$ cat src/rtl/mult_seq_pkg.sv
// Shared definitions for the multiply sequencer: state codes, ctrl bit
// positions, per-state ctrl words and the default iteration limit.
package mult_seq_pkg;

   // State codes double as the 7-seg debug code, so values are fixed.
   typedef enum logic [2:0] {
      ST_IDLE = 3'd0,
      ST_LD_M = 3'd1,
      ST_LD_Q = 3'd2,
      ST_TEST = 3'd3,
      ST_ADD  = 3'd4,
      ST_ACC  = 3'd5,
      ST_DONE = 3'd6,
      ST_ERR  = 3'd7
   } state_t;

   localparam int CTRL_W = 7;

   // Bit positions inside the ctrl word.
   localparam int CTRL_Q_LD  = 6;  // load Q from input bus
   localparam int CTRL_R_LD  = 5;  // load R from ALU result
   localparam int CTRL_Q_DEC = 4;  // decrement Q
   localparam int CTRL_ADD   = 3;  // ALU computes R + M
   localparam int CTRL_R_CLR = 2;  // clear R
   localparam int CTRL_M_LD  = 1;  // load M from input bus
   localparam int CTRL_DISP  = 0;  // result display enable

   // Per-state ctrl words. ADD and ACC are split so that the ALU strobe
   // and the R load never share a cycle, and R clear only occurs in LD_M.
   localparam logic [CTRL_W-1:0] CTRL_IDLE = 7'b000_0000;
   localparam logic [CTRL_W-1:0] CTRL_LD_M = 7'b000_0110;
   localparam logic [CTRL_W-1:0] CTRL_LD_Q = 7'b100_0000;
   localparam logic [CTRL_W-1:0] CTRL_TEST = 7'b000_0000;
   localparam logic [CTRL_W-1:0] CTRL_ADDS = 7'b000_1000;
   localparam logic [CTRL_W-1:0] CTRL_ACC  = 7'b011_0000;
   localparam logic [CTRL_W-1:0] CTRL_DONE = 7'b000_0001;
   localparam logic [CTRL_W-1:0] CTRL_ERR  = 7'b000_0000;

   // Default abort threshold for the add loop.
   localparam int MAX_ITER_DEFAULT = 15;

   // The iteration counter is 4 bits wide and saturates at this value.
   localparam logic [3:0] ITER_SAT = 4'd15;

endpackage

$ cat src/rtl/mult_ctrl_decode.sv
// Pure state-to-ctrl decode; no inputs other than the state register,
// which keeps the outputs strictly Moore.
module mult_ctrl_decode
   import mult_seq_pkg::*;
(
   input  state_t              state,
   output logic [CTRL_W-1:0]   ctrl
);

   // Look up the ctrl word that the current state presents to the datapath.
   always_comb begin
      ctrl = CTRL_IDLE;
      case (state)
         ST_IDLE: ctrl = CTRL_IDLE;
         ST_LD_M: ctrl = CTRL_LD_M;
         ST_LD_Q: ctrl = CTRL_LD_Q;
         ST_TEST: ctrl = CTRL_TEST;
         ST_ADD:  ctrl = CTRL_ADDS;
         ST_ACC:  ctrl = CTRL_ACC;
         ST_DONE: ctrl = CTRL_DONE;
         ST_ERR:  ctrl = CTRL_ERR;
         default: ctrl = CTRL_IDLE;
      endcase
   end

endmodule

$ cat src/rtl/mult_sequencer.sv
// Control FSM for a shift-free repeated-add multiplier: loads M and Q,
// adds M into R once per Q count, and reports done or an iteration abort.
module mult_sequencer
   import mult_seq_pkg::*;
#(
   parameter int MAX_ITER = MAX_ITER_DEFAULT
)
(
   input  logic              clk,
   input  logic              reset,
   input  logic              start,
   input  logic              ack,
   input  logic              q_nz,
   output logic [CTRL_W-1:0] ctrl,
   output logic              busy,
   output logic              done,
   output logic              err,
   output logic [3:0]        iter,
   output logic [2:0]        state
);

   localparam logic [3:0] ITER_LIMIT = 4'(MAX_ITER);

   state_t     state_reg;
   state_t     state_next;
   logic [3:0] iter_reg;

   // State register; reset forces IDLE immediately, which also zeroes ctrl.
   always_ff @(posedge clk or negedge reset) begin
      if (!reset) begin
         state_reg <= ST_IDLE;
      end else begin
         state_reg <= state_next;
      end
   end

   // Next-state logic. start and ack are only looked at in the states that
   // accept them, so stray pulses elsewhere are dropped without queuing.
   always_comb begin
      state_next = state_reg;
      case (state_reg)
         ST_IDLE: if (start) state_next = ST_LD_M;
         ST_LD_M: state_next = ST_LD_Q;
         ST_LD_Q: state_next = ST_TEST;
         ST_TEST: begin
            if (!q_nz) begin
               state_next = ST_DONE;
            end else if (iter_reg == ITER_LIMIT) begin
               state_next = ST_ERR;
            end else begin
               state_next = ST_ADD;
            end
         end
         ST_ADD:  state_next = ST_ACC;
         ST_ACC:  state_next = ST_TEST;
         ST_DONE: if (ack) state_next = ST_IDLE;
         ST_ERR:  if (ack) state_next = ST_IDLE;
         default: state_next = ST_IDLE;
      endcase
   end

   // Status outputs decoded from the state register alone.
   always_comb begin
      busy = 1'b1;
      done = 1'b0;
      err  = 1'b0;
      case (state_reg)
         ST_IDLE: busy = 1'b0;
         ST_DONE: begin
            busy = 1'b0;
            done = 1'b1;
         end
         ST_ERR: begin
            busy = 1'b0;
            err  = 1'b1;
         end
         default: busy = 1'b1;
      endcase
   end

   // Iteration counter: cleared when an operation is launched, bumped on
   // each ACC->TEST step, and otherwise held so the last count stays visible.
   always_ff @(posedge clk or negedge reset) begin
      if (!reset) begin
         iter_reg <= 4'd0;
      end else if (state_reg == ST_IDLE && start) begin
         iter_reg <= 4'd0;
      end else if (state_reg == ST_ACC && iter_reg != ITER_SAT) begin
         iter_reg <= iter_reg + 4'd1;
      end
   end

   mult_ctrl_decode u_decode (
      .state (state_reg),
      .ctrl  (ctrl)
   );

   assign iter  = iter_reg;
   assign state = state_reg;

endmodule

$ cat config.mk
export PLATFORM = sky130hd
export DESIGN_NAME = mult_sequencer
export DESIGN_NICKNAME = d
export VERILOG_FILES = /design/src/rtl/mult_seq_pkg.sv /design/src/rtl/mult_ctrl_decode.sv /design/src/rtl/mult_sequencer.sv
export SDC_FILE = /design/constraint.sdc
export NUM_CORES = 1
export LEC_CHECK = 0
export ABC_CLOCK_PERIOD_IN_PS = 1300
export CAP_MARGIN = 20
export CORE_UTILIZATION = 34
export CTS_CLUSTER_DIAMETER = 80
export CTS_CLUSTER_SIZE = 10
export DETAILED_ROUTE_END_ITERATION = 8
export PLACE_DENSITY = 0.71
export SETUP_SLACK_MARGIN = 0.5
export SYNTH_ARGS = -nofsm -noshare
export SYNTH_HDL_FRONTEND = slang
export SYNTH_HIERARCHICAL = 1
export SYNTH_SLANG_ARGS = --single-unit
$ cat constraint.sdc
create_clock -name clk -period 1.3 [get_ports clk]
set_input_delay 0.195 -clock clk [delete_from_list [all_inputs] [get_ports clk]]
set_output_delay 0.195 -clock clk [all_outputs]
set_load 0.03 [all_outputs]
==> results.yml <==
# synthesis and place-and-route metrics
run_status:
  outcome: "finished, violations left"
  violations: "negative setup slack"
global_routing:
  grt_pass1_wl_mm: 1.90
  grt_pass1_vias: 458
  met1_usage_pct: 25.1
critical_path:
  crit_path_max_fanout: 6
  reg2reg_depth: 3
  path_buffers: 2
  cp-start-kind: "flop"
final_timing:
  setup_viol: 12
  drv_slew: 0
  tightest_slew_ns: 0.322
  rsz0062_at_grt: "yes"
  fin_crit_ns: 1.42
  final.setup.worst_slack_ns: -0.117
  finalCritPeriodShare_pct: 109
  setup_tns_ns: -0.919
synth:
  yosys-top-cells-count: "7 x dfrtp_1, 6 x nand2_1, 4 x inv_1, 4 x nor2_1"
  ys_warn_count: 6
  syn_area_um2: 467
  synth.avg_cell_area_um2: 8.97
  ys_chip_area_um2: 467
  ys_seq_share_pct: 37.5
die:
  ios: 22
  fp_util_pct: 39.3
clock_network:
  clk_pin_slew_ns: 0.05
  htree_num_levels: 1
  cts_resized: 51
  clock-sinks: 7
routing:
  routed_via_density: 5.06
  drtIter0Drc: 2
  wire_per_inst_um: 12.7
power:
  sw_frac_of_total_pct: 47.3
  internal_power_w: 0.00153
  report.power.total_w: 0.00290
  p_leak_nw: 0.419
finish:
  area_delta_synth_final_pct: 104
  diodes: 0
run:
  drv_cap: 0
==> path summary, 6_finish.rpt <==
path,from,endpoint
max,state[1]$_DFFE_PN0P_,ctrl[2]
min,reset,iter[0]$_DFFE_PN0P_
max reg2reg,state[1]$_DFFE_PN0P_,iter[2]$_DFFE_PN0P_
min reg2reg,iter[0]$_DFFE_PN0P_,iter[0]$_DFFE_PN0P_
max in group asynchronous,reset,iter[1]$_DFFE_PN0P_
min in group clk,iter[0]$_DFFE_PN0P_,iter[0]$_DFFE_PN0P_
==> cells by family after synthesis <==
kind of cell             synth area share [%]
AND/OR/NAND/NOR                          29.0
buffers and inverters                    11.0
multiplexers                             6.43
flip-flops                               37.5
AND-OR/OR-AND                            13.4
adder cells (fa/ha/maj)                  2.68
==> metrics by stage <==
step / hold slack [ns] / std cells / setup WS [ns]
2_1_floorplan: -0.101 / 52 / -0.177
3_3_place_gp: 0.475 / 90 / -0.197
3_5_place_dp: 0.485 / 90 / -0.214
4_1_cts: 0.216 / 98 / -0.113
5_1_grt: 0.220 / 100 / -0.173
6_report: 0.201 / 100 / -0.117
==> power by group through the flow <==
| stage | clock network [W] | logic, W | registers (W) |
|---|---|---|---|
| floorplan | 0 | 0.000922 | 0.000716 |
| global placement | 0 | 0.00172 | 0.000439 |
| detailed placement | 0 | 0.00173 | 0.000438 |
| CTS | 0.000205 | 0.00209 | 0.000466 |
| global route | 0.000226 | 0.00238 | 0.000487 |
| finish | 0.000200 | 0.00223 | 0.000473 |
==> cell type report <==
cell class	instances	area, um^2	share of cell area [%]
clock buffer	4	26.3	2.76
inverter	4	15.0	1.57
multi-input combinational	36	350	36.7
sequential	7	181	19.0
tap	14	17.5	1.84
timing repair buffer	35	363	38.1
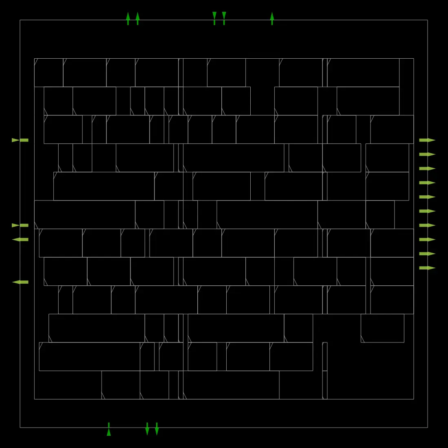
Fig. 1. Placement view.
Fillers: 73
Core Util, Final: 80.4%
Core Box Area: 1190 um^2

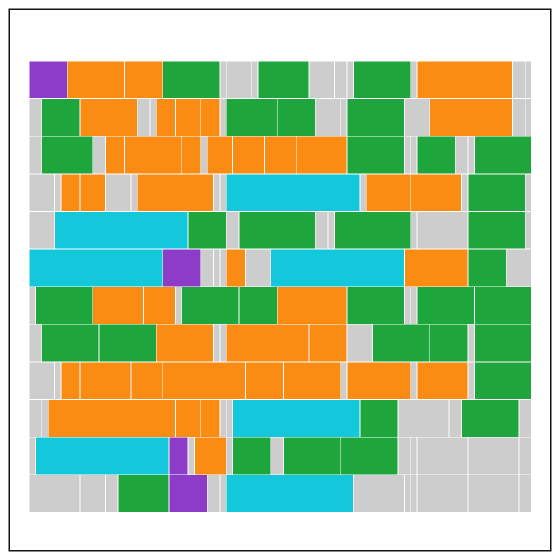
Fig. 2. Placement by cell class.
Fill, decap, tap and diode cells in gray.
legend:
  clock drivers and dummy loads:
    color: purple
    cells: 4
    share_of_their_area: 2.8%
  registers:
    color: cyan
    cells: 7
    share_of_their_area: 19%
  remaining buffers and delay cells:
    color: green
    cells: 35
    share_of_their_area: 39%
  remaining logic cells:
    color: orange
    cells: 40
    share_of_their_area: 39%
fraction of area in registers: 19.0%
FP Rows: 12

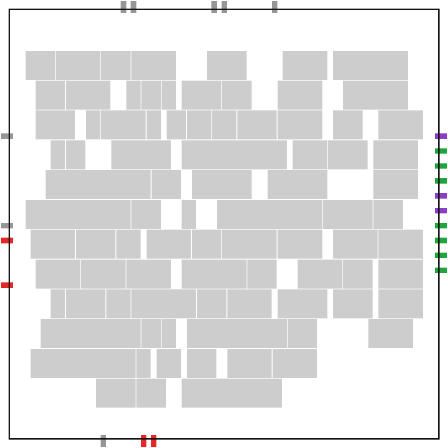
Fig. 3. I/O pins on the die edge.
Pins as bars across the die edge, other pins in gray.
legend:
  `ctrl`:
    color: green
    pins: 7
    direction: output
    edge: right
  `iter`:
    color: red
    pins: 4
    direction: output
    edge: 2 left, 2 bottom
  `state`:
    color: purple
    pins: 3
    direction: output
    edge: right
all pins by edge: 10 right, 5 top, 4 left, 3 bottom
DIE WIDTH: 39.1 um
die height: 39.1 um
Port Buf Inserts: 21

Power figures rest on the tool's default switching activity, not on a simulated workload.
